File: config.mk
export PLATFORM = sky130hd
export DESIGN_NAME = seven_bit_serial_subtractor
export DESIGN_NICKNAME = d
export VERILOG_FILES = /design/src/rtl/seven_bit_serial_subtractor.sv
export SDC_FILE = /design/constraint.sdc
export NUM_CORES = 1
export LEC_CHECK = 0
export CAP_MARGIN = 0
export CELL_PAD_IN_SITES_DETAIL_PLACEMENT = 1
export CELL_PAD_IN_SITES_GLOBAL_PLACEMENT = 1
export CORE_ASPECT_RATIO = 0.9
export CORE_MARGIN = 10
export CORE_UTILIZATION = 47
export DETAILED_ROUTE_END_ITERATION = 7
export PLACE_DENSITY = 0.86
export SYNTH_ARGS = -nofsm -noshare
export SYNTH_HDL_FRONTEND = slang
export SYNTH_SLANG_ARGS = --single-unit
File: constraint.sdc
create_clock -name clk -period 2.15 [get_ports clk]
set_input_delay 0.43 -clock clk [delete_from_list [all_inputs] [get_ports clk]]
set_output_delay 0.43 -clock clk [all_outputs]
set_load 0.005 [all_outputs]
File: src/rtl/seven_bit_serial_subtractor.sv
// seven_bit_serial_subtractor: debounced pushbutton loads, bit-serial A-B, nibble LED readout
module seven_bit_serial_subtractor #(
  parameter int DEBOUNCE_CYCLES = 16
) (
  input  logic       clk,
  input  logic       rst,
  input  logic       pb1,
  input  logic       pb2,
  input  logic       pb3,
  input  logic       pb4,
  input  logic       pb_go,
  input  logic       pb_sel,
  input  logic [3:0] y,
  output logic [6:0] z,
  output logic       bout,
  output logic [3:0] led,
  output logic       busy,
  output logic       done
);
  localparam int CW = $clog2(DEBOUNCE_CYCLES) + 1;
  typedef enum logic {IDLE, CALC} state_t;
  state_t state;
  logic [5:0] pins, s1, s2, stable, press;
  logic [CW-1:0] cnt [6];
  logic [6:0] a, b, sa, sb, r;
  logic [2:0] idx;
  logic br, sel, d, nbr;
  assign pins = {pb_sel, pb_go, pb4, pb3, pb2, pb1};
  assign d = sa[0] ^ sb[0] ^ br;
  assign nbr = (~sa[0] & sb[0]) | (~(sa[0] ^ sb[0]) & br);
  assign busy = state == CALC;
  assign led = sel ? {bout, z[6:4]} : z[3:0];
  // any sample equal to the stable level restarts the count
  always_ff @(posedge clk) begin
    if (rst) begin
      s1 <= '0;
      s2 <= '0;
      stable <= '0;
      press <= '0;
      for (int i = 0; i < 6; i++) cnt[i] <= '0;
    end else begin
      s1 <= pins;
      s2 <= s1;
      for (int i = 0; i < 6; i++) begin
        press[i] <= 1'b0;
        if (s2[i] == stable[i]) cnt[i] <= '0;
        else if (cnt[i] == CW'(DEBOUNCE_CYCLES - 1)) begin
          cnt[i] <= '0;
          stable[i] <= s2[i];
          press[i] <= s2[i];
        end else cnt[i] <= cnt[i] + 1'b1;
      end
    end
  end
  always_ff @(posedge clk) begin
    if (rst) begin
      state <= IDLE;
      a <= '0;
      b <= '0;
      sa <= '0;
      sb <= '0;
      r <= '0;
      br <= 1'b0;
      idx <= '0;
      z <= '0;
      bout <= 1'b0;
      sel <= 1'b0;
      done <= 1'b0;
    end else begin
      done <= 1'b0;
      if (press[5]) sel <= ~sel;
      if (state == IDLE) begin
        if (press[0]) a[3:0] <= y;
        if (press[1]) a[6:4] <= y[2:0];
        if (press[2]) b[3:0] <= y;
        if (press[3]) b[6:4] <= y[2:0];
        // operands captured here are the pre-load values when a load coincides
        if (press[4]) begin
          sa <= a;
          sb <= b;
          br <= 1'b0;
          idx <= '0;
          state <= CALC;
        end
      end else begin
        sa <= sa >> 1;
        sb <= sb >> 1;
        r <= {d, r[6:1]};
        br <= nbr;
        idx <= idx + 1'b1;
        if (idx == 3'd6) begin
          state <= IDLE;
          z <= {d, r[6:1]};
          bout <= nbr;
          done <= 1'b1;
        end
      end
    end
  end
endmodule

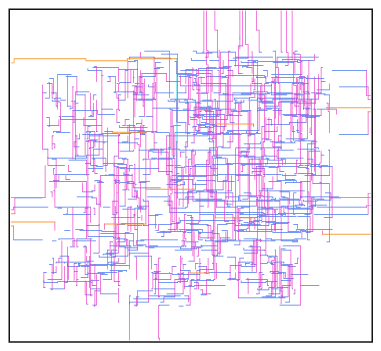
Run 1: routed metal, one colour a layer
Scale: 3 px per micron.
| layer | colour | wire length |
|---|---|---|
| M1 | blue | 3480 microns |
| M4 | cyan | 86.4 microns |
| M2 | magenta | 4160 microns |
| M3 | orange | 213 microns |

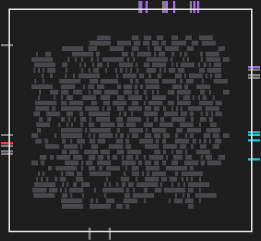
Run 1: pin map
Scale: 2 px per micron. Pins as bars across the die edge, other pins in grey.
| port | colour | pins | direction | edge |
|---|---|---|---|---|
| z | purple | 7 | output | 6 top, 1 right |
| pb4 | red | 1 | input | left |
| y | cyan | 4 | input | right |

==> results.tsv, run 1 <==
metric	value	unit
cts_buffers	9	
fin_nets	469	
top_register	cnt	
swShare	20.77	%
route.vias.total	2738	
dp_slack	389.9	ps
worstPathArrival	1590	ps
insertedDiodeCount	0	
holdWs	442.9	ps
cts_tree	yes	
cts_sinks	103	
grt_util_all_layers	12.46	%
worstSetupEndpointType	output port	
top_power_group	sequential cells	
clockBufferDepth	2	
overflow	0	
p_sw	0.7157	mW
pg_clk	1.27	mW
ant_nets	0	
syn-instance-count	390	
stdcell_area	4917	sq um
ys.flops	103	
placed_area	4697	sq um
period_used_share	94.13	%
chipArea	13300	sq um
pg_comb	0.121	mW
grt_max_degree	50	
gp_congestion	0.7337	
crit_required	1720	ps
num_rows	32	
dp.cells	550	
io_buffer_count	25	
crit_type	flip-flop to output port	
final_core_util	56.34	%
finalNonFillerCells	566	
ir_drop	0.0003068	V
power.leakage	1.905	nW
final.setup.worst_slack	126.1	ps
status	complete, no violations	
largest_reg_flops	30	
use_met2	22.07	%
hold_path.class	flip-flop to flip-flop	
io_pins	26	
postCtsHoldBufs	0	
power	3.445	mW
synthArstFlopShare	0	%
yosysChipArea	4270	sq um
grt_pass1_wl	13640	microns
maxCapViolCount	0	
logic_area	1818	sq um
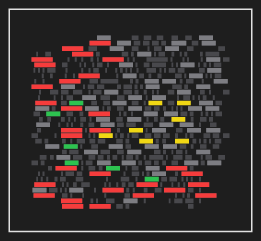
Run 1: where the registers sit
Scale: 2 px per micron. Other sequential cells in the stronger grey, the rest of the logic in the fainter grey.
| name in the netlist | colour | flops |
|---|---|---|
| b | yellow | 7 |
| s2 | green | 6 |
| cnt | red | 30 |
not coloured: 60

-- run 1: cells by family after synthesis --
kind of cell | synth area share [%]
AND/OR/NAND/NOR | 17.67
flip-flops | 55.32
multiplexers | 10.66
buffers and inverters | 4.658
AND-OR/OR-AND | 3.135
XOR/XNOR | 3.897
adder cells (fa/ha/maj) | 4.571
other | 0.08781
-- run 1: final timing paths --
| check | depth (start not counted) | to | slack, ps | startpoint |
|---|---|---|---|---|
| hold reg to reg | 1 | s2[1]$_SDFF_PP0_ | 440 | s1[1]$_SDFF_PP0_ |
| setup reg to reg | 5 | cnt[0][3]$_SDFFCE_PN0P_ | 380 | cnt[0][0]$_SDFFCE_PN0P_ |
| hold / removal | 1 | s2[1]$_SDFF_PP0_ | 440 | s1[1]$_SDFF_PP0_ |
| setup / recovery | 2 | led[2] | 130 | sel$_SDFFE_PP0P_ |
-- run 1: final cells by class --
class                      instances  share of cell area [%]
sequential                       103                   48.07
multi-input combinational        282                   36.97
timing repair buffer              30                   6.260
clock buffer                      12                   3.384
tap                              119                   3.028
inverter                          16                   1.221
clock inverter                     4                   1.069
-- run 1: placed cells by master, fill, tap and decap left out, types with 5 or more instances in the layout --
master and n:
nand3_1 7, ha_1 14, a21oi_1 10, nor2_1 62, clkdlybuf4s50_1 24, or3_4 6
dfxtp_1 72, conb_1 30, inv_1 16, mux2i_1 41, edfxtp_1 30, o21ai_0 12
nor4bb_1 5, nand2_1 26, and3_1 7, xnor2_1 13, clkbuf_8 10, nor2b_1 25
xor2_1 6
-- run 1: critical path, stage by stage (launching register included) --
cell and delay (ps):
dfxtp_2 430, mux2_2 360, clkdlybuf4s50_1 450
-- run 1: per-layer routing --
metal	part of all wire [%]	up-vias
li1	-	1373
met1	44	1326
met2	52	31
met3	2.7	8
met4	1.1	0
met5	0	-
==> run 1 -> run 2 <==
--- a/config.mk
+++ b/config.mk
@@ -16,3 +16,4 @@
 export SYNTH_ARGS = -nofsm -noshare
 export SYNTH_HDL_FRONTEND = slang
 export SYNTH_SLANG_ARGS = --single-unit
+export TNS_END_PERCENT = 5
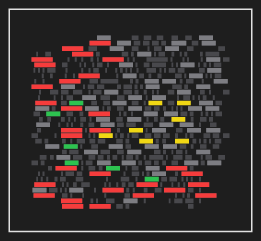
Run 2: where the registers sit
Scale: 2 px per micron. Other sequential cells in the stronger grey, the rest of the logic in the fainter grey.
| name in the netlist | colour | flops |
|---|---|---|
| s2 | green | 6 |
| b | yellow | 7 |
| cnt | red | 30 |
register area: 2364 sq um
Seq group: 2.05 mW
final core occ: 56.34%
Seq area share: 48.07%

==> run 2 against run 1 <==
  * Area after synthesis did not move
  * Sequential share of layout area unchanged
  * Via count unchanged
  * Clock power is essentially flat
  * Maximum frequency stayed put
  * First-iteration DRC count unchanged
  * Final cell count is the same
  * Worst hold slack unchanged
  * Clock skew did not move
  * Wire length did not move
  * Combinational power barely moved
  * Design area unchanged
==> results.tsv, run 2 <==
metric	value	unit	change
logic_area	1818	sq um	unchanged
adder_share	4.571	%	unchanged
top_layer	met4		
placed_area	4697	sq um	unchanged
hold_path.class	flip-flop to flip-flop		
cts_buffers	9		unchanged
ir_drop	0.0003068	V	unchanged
use_met2	22.07	%	unchanged
grt_util_all_layers	12.46	%	unchanged
layout.cells.most_common	dfxtp_1		
clockBufferDepth	2		unchanged
syn-instance-count	390		unchanged
final_cell_mix	dfxtp_1, nor2_1, mux2i_1, edfxtp_1, conb_1		
crit_start	sel$_SDFFE_PP0P_		
ys_sh_aoi	3.135	%	unchanged
wl_met2	4158	microns	unchanged
crit_required	1720	ps	about the same
cts_sinks	103		unchanged
maxCapViolCount	0		unchanged
status	complete, no violations		
swShare	20.77	%	unchanged
io_pins	26		unchanged
final.setup.worst_slack	126.1	ps	unchanged
power.leakage	1.905	nW	unchanged
crit_type	flip-flop to output port		
simple_gate_area_share	17.67	%	unchanged
route.vias.total	2738		unchanged
period_used_share	94.13	%	unchanged
grt_pass1_wl	13640	microns	unchanged
dp.cells	550		unchanged
xor_area_share	3.897	%	unchanged
cts_tree	yes		
stdcell_area	4917	sq um	unchanged
regToRegEndpoint	cnt[0][3]$_SDFFCE_PN0P_		
m1WireLength	3484	microns	unchanged
fin_nets	469		unchanged
worstPathArrival	1590	ps	about the same
power	3.445	mW	unchanged
dr_wl_met3	213	microns	unchanged
worstRegToRegCells	5		unchanged
largest_reg_flops	30		unchanged
topCombFamilyByArea	simple AND/OR/NAND/NOR gates		
postCtsHoldBufs	0		unchanged
ys.flops	103		unchanged
dp_slack	389.9	ps	unchanged
io_buffer_count	25		unchanged
ant_nets	0		unchanged
[run 2: cell counts after synthesis]
No cell type changed its count.
[run 2: critical path, stage by stage (launching register included)]
cell             delay, ps
dfxtp_2                430
mux2_2                 360
clkdlybuf4s50_1        450
[run 2: final cells by class]
cell class                      count  area share, %
Sequential cell                   103          48.07
Multi-Input combinational cell    282          36.97
Timing Repair Buffer               30          6.260
Clock buffer                       12          3.384
Tap cell                          119          3.028
Inverter                           16          1.221
Clock inverter                      4          1.069
[run 2: metrics by stage]
stage | hold slack, ps | utilization (%)
after floorplan | 413.8 | -
after global routing | 467.2 | 56.34
after CTS | 447.7 | 56.32
after detailed placement | 428.4 | 53.81
final | 442.9 | 56.34
after global placement | 421.2 | 53.81
[run 2: how the worst min path moves through the flow]
stage | startpoint | endpoint | slack [ps] | cells past startpoint
2_1_floorplan | s1[0]$_SDFF_PP0_ | s2[0]$_SDFF_PP0_ | 410 | 1
3_3_place_gp | s1[3]$_SDFF_PP0_ | s2[3]$_SDFF_PP0_ | 420 | 1
3_5_place_dp | s1[3]$_SDFF_PP0_ | s2[3]$_SDFF_PP0_ | 430 | 1
4_1_cts | s1[1]$_SDFF_PP0_ | s2[1]$_SDFF_PP0_ | 450 | 1
5_1_grt | s1[1]$_SDFF_PP0_ | s2[1]$_SDFF_PP0_ | 470 | 1
6_report | s1[1]$_SDFF_PP0_ | s2[1]$_SDFF_PP0_ | 440 | 1
[run 2: repair_timing]
action | 4_1_cts | 5_1_grt
endpoints found under the setup margin | 0 | 4
buffers inserted | 0 | 0
resized | 0 | 1
[run 2: power by group through the flow]
stage               combinational [mW]  sequential [mW]  clock, mW
finish                           0.121             2.05       1.27
global route                     0.139             2.06       1.39
CTS                              0.121             2.05       1.33
detailed placement               0.120             2.10          0
global placement                 0.114             2.09          0
floorplan                       0.0815             2.09          0
Power and IR drop assume default switching activity.
